==> images/layer_met1.png <==
Supply wires on this layer in grey.
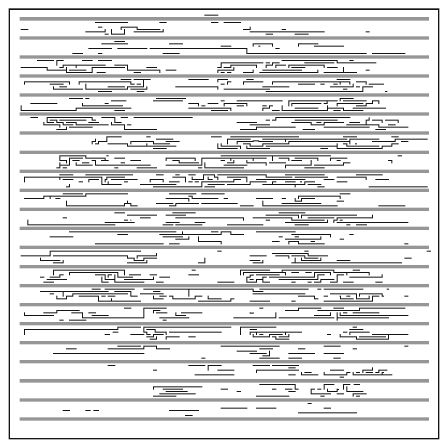
==> images/layer_met2.png <==
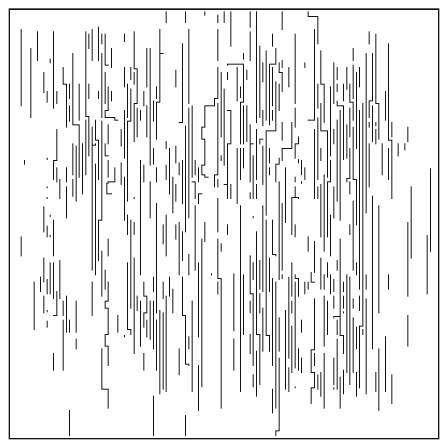
==> images/layer_met3.png <==
Bar = 20 um. Cells faint in the background.
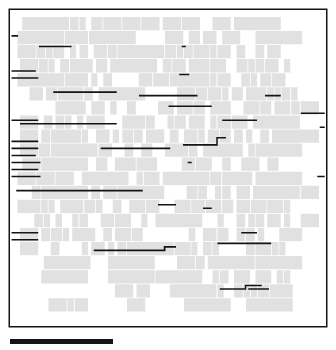
==> images/clocks.png <==
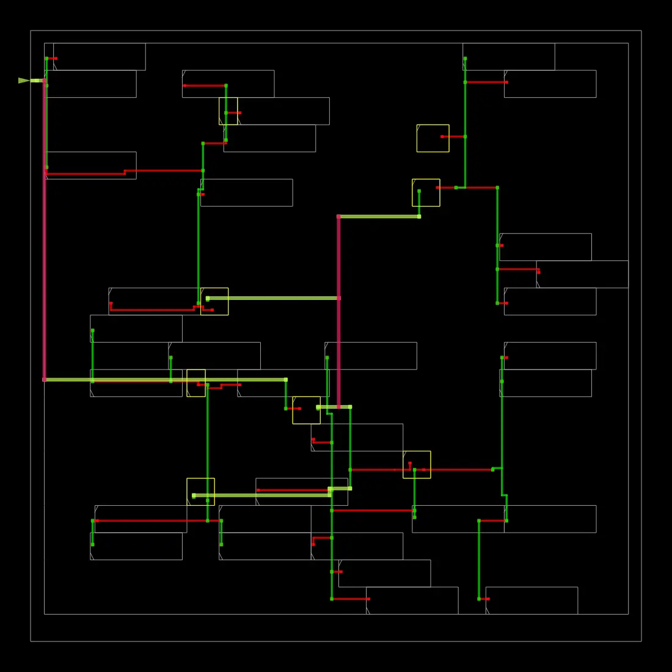
$ cat src/rtl/irrigation_sequencer.sv
// Irrigation sequencer: fills the tank when needed, runs the pump for the
// selected duration while counting elapsed time in BCD, and falls back to
// ERROR on sensor faults or a tank that never fills.
module irrigation_sequencer (
  input  logic       clk,
  input  logic       reset,
  input  logic       tick_1s,
  input  logic       start,
  input  logic [1:0] preset,
  input  logic       low_level_sensor,
  input  logic       high_level_sensor,
  input  logic       humidity_ok,
  input  logic       clear_error,
  output logic       fill_valve,
  output logic       pump,
  output logic       busy,
  output logic       done,
  output logic       error,
  output logic [3:0] unit_seconds,
  output logic [2:0] dozen_seconds,
  output logic [3:0] unit_minutes,
  output logic [1:0] dozen_minutes
);

  typedef enum logic [2:0] {
    S_IDLE,
    S_FILL,
    S_IRRIGATE,
    S_DONE,
    S_ERROR
  } state_t;

  // Fill watchdog limit in seconds
  localparam logic [8:0] WD_LIMIT = 9'd300;

  state_t     state;
  logic [1:0] preset_lat;
  logic [8:0] watchdog;
  logic       sensor_fault;
  logic       at_target;

  // Tank reported full while also below minimum cannot be physical
  assign sensor_fault = high_level_sensor & ~low_level_sensor;

  // Run is complete when the timer shows preset*10 minutes exactly
  assign at_target = (dozen_minutes == preset_lat) && (unit_minutes == 4'd0) &&
                     (dozen_seconds == 3'd0) && (unit_seconds == 4'd0);

  // Sequencer state, BCD timer, watchdog and all registered outputs
  always_ff @(posedge clk or posedge reset) begin
    if (reset) begin
      state         <= S_IDLE;
      preset_lat    <= 2'b00;
      watchdog      <= 9'd0;
      fill_valve    <= 1'b0;
      pump          <= 1'b0;
      busy          <= 1'b0;
      done          <= 1'b0;
      error         <= 1'b0;
      unit_seconds  <= 4'd0;
      dozen_seconds <= 3'd0;
      unit_minutes  <= 4'd0;
      dozen_minutes <= 2'd0;
    end else begin
      done <= 1'b0;
      case (state)
        S_IDLE: begin
          if (start && (preset != 2'b00) && !humidity_ok) begin
            preset_lat    <= preset;
            watchdog      <= 9'd0;
            unit_seconds  <= 4'd0;
            dozen_seconds <= 3'd0;
            unit_minutes  <= 4'd0;
            dozen_minutes <= 2'd0;
            busy          <= 1'b1;
            if (high_level_sensor) begin
              state <= S_IRRIGATE;
              pump  <= 1'b1;
            end else begin
              state      <= S_FILL;
              fill_valve <= 1'b1;
            end
          end
        end

        S_FILL: begin
          if (sensor_fault || (watchdog >= WD_LIMIT)) begin
            state      <= S_ERROR;
            error      <= 1'b1;
            fill_valve <= 1'b0;
            pump       <= 1'b0;
            busy       <= 1'b0;
          end else if (high_level_sensor) begin
            state      <= S_IRRIGATE;
            fill_valve <= 1'b0;
            pump       <= 1'b1;
          end else if (tick_1s) begin
            watchdog <= watchdog + 9'd1;
          end
        end

        S_IRRIGATE: begin
          if (sensor_fault) begin
            state      <= S_ERROR;
            error      <= 1'b1;
            fill_valve <= 1'b0;
            pump       <= 1'b0;
            busy       <= 1'b0;
          end else if (at_target || humidity_ok) begin
            // Completion and moisture abort both end the run with the timer frozen
            state <= S_DONE;
            pump  <= 1'b0;
            busy  <= 1'b0;
            done  <= 1'b1;
          end else if (!low_level_sensor) begin
            state      <= S_FILL;
            watchdog   <= 9'd0;
            pump       <= 1'b0;
            fill_valve <= 1'b1;
          end else if (tick_1s) begin
            // All digit carries resolve on the same tick
            if (unit_seconds == 4'd9) begin
              unit_seconds <= 4'd0;
              if (dozen_seconds == 3'd5) begin
                dozen_seconds <= 3'd0;
                if (unit_minutes == 4'd9) begin
                  unit_minutes  <= 4'd0;
                  dozen_minutes <= dozen_minutes + 2'd1;
                end else begin
                  unit_minutes <= unit_minutes + 4'd1;
                end
              end else begin
                dozen_seconds <= dozen_seconds + 3'd1;
              end
            end else begin
              unit_seconds <= unit_seconds + 4'd1;
            end
          end
        end

        S_DONE: begin
          state <= S_IDLE;
        end

        S_ERROR: begin
          if (clear_error) begin
            state <= S_IDLE;
            error <= 1'b0;
          end
        end

        default: begin
          state      <= S_IDLE;
          fill_valve <= 1'b0;
          pump       <= 1'b0;
          busy       <= 1'b0;
          error      <= 1'b0;
        end
      endcase
    end
  end

endmodule

$ cat config.mk
export PLATFORM = sky130hd
export DESIGN_NAME = irrigation_sequencer
export DESIGN_NICKNAME = d
export VERILOG_FILES = /design/src/rtl/irrigation_sequencer.sv
export SDC_FILE = /design/constraint.sdc
export NUM_CORES = 1
export LEC_CHECK = 0
export ABC_CLOCK_PERIOD_IN_PS = 3200
export CAP_MARGIN = 20
export CORE_UTILIZATION = 59
export CTS_CLUSTER_DIAMETER = 50
export DETAILED_ROUTE_END_ITERATION = 7
export PLACE_DENSITY = 0.85
export SLEW_MARGIN = 20
export SYNTH_ARGS = -nofsm -noshare
export SYNTH_HDL_FRONTEND = slang
export SYNTH_SLANG_ARGS = --single-unit
$ cat constraint.sdc
create_clock -name clk -period 3.2 [get_ports clk]
set_clock_uncertainty 0.1 [all_clocks]
set_input_delay 0.96 -clock clk [delete_from_list [all_inputs] [get_ports clk]]
set_output_delay 0.96 -clock clk [all_outputs]
set_load 0.05 [all_outputs]
==> metrics.cfg <==
[run_status]
outcome = finished, final reports clean

[timing]
f_max_ghz = 0.366
post-route-min-period_ns = 2.74
timing_max_transition_violations_final = 0
finalClockPeriodUsage_pct = 85.5
max_slew_margin_pct = 45.7

[worst_setup_path]
timing.reg2reg.setup_slack_ns = 0.83
last_element_of_the_critical_path = unit_minutes[3]
worstPathMaxFanout = 6
delay_of_the_slowest_cell_on_the_worst_path_ns = 0.85
worst-r2r-cell-count = 7
regToRegStartpoint = unit_seconds[0]

[cts]
cts-root-to-sink-buffers = 2
post_cts_hold_buffer_count = 0
post_cts_setup_inserts = 0

[finish]
n_fill_cell = 261
final_util_pct = 73.9
n_sequential_cell = 32
post_route_cells_drive_above_1_share_pct = 11.4
buf_share_pct = 13.7
area_share_clock_buf_inv_pct = 2.28
layout.cells.most_common = sky130_fd_sc_hd__dfrtp_1

[global_route]
first_pass_grt_wire_length_um = 7400
first_global_vias = 1677
antenna_found_initial = 0

[die]
fp_util_pct = 61.8
die-area_um2 = 3730
row_count = 21
die_w_um = 61.1

[routing]
wl_met2_um = 2240
via_per_inst = 5.93
drcViolationCount = 0
drt_met1_wl_um = 2000
dr.pass1.iters = 4

[synthesis]
number_of_flops_mapped_to_enable_cells_by_yosys = 0
ys_top_cells_by_area = sky130_fd_sc_hd__dfrtp_1, sky130_fd_sc_hd__ha_1, sky130_fd_sc_hd__o21ai_0, sky130_fd_sc_hd__nand2_1, sky130_fd_sc_hd__nand3_1
top_logic_cell_family_in_the_synthesized_netlist = simple AND/OR/NAND/NOR gates
aoi_share_pct = 23.7
synthesis.instances = 228

[pwr]
powerDensity_nw_per_um2 = 791
power_report.internal_total_uw = 1000
sw_frac_of_total_pct = 48.5

[worst_hold_path]
hold_path.class = reg -> reg

[place]
place.detailed.hpwl_um = 3290

## Picture notes: layer_met1.png
main direction = horizontal
longest straight run = 17.0 um
share of all routed wire = 44%
met1 capacity usage during global routing: 32.9%
via count of the routed design: 1832
aggregate routed wire length: 4540 um

## Picture notes: layer_met2.png
main direction = vertical
longest straight run = 31.8 um
share of all routed wire = 49%
nets with wire on the layer = 232
wire length on this layer = 2240 um
met2 usage in global routing: 46.4%

## Picture notes: layer_met3.png
share of all routed wire = 4.8%
main direction = horizontal
nets with wire on the layer = 28
wire length on this layer = 220 um
longest straight run = 24.1 um
Global Route met3 Usage: 4.83%

## Picture notes: clocks.png
total clock buffers created by CTS: 5
number of clock sinks: 32

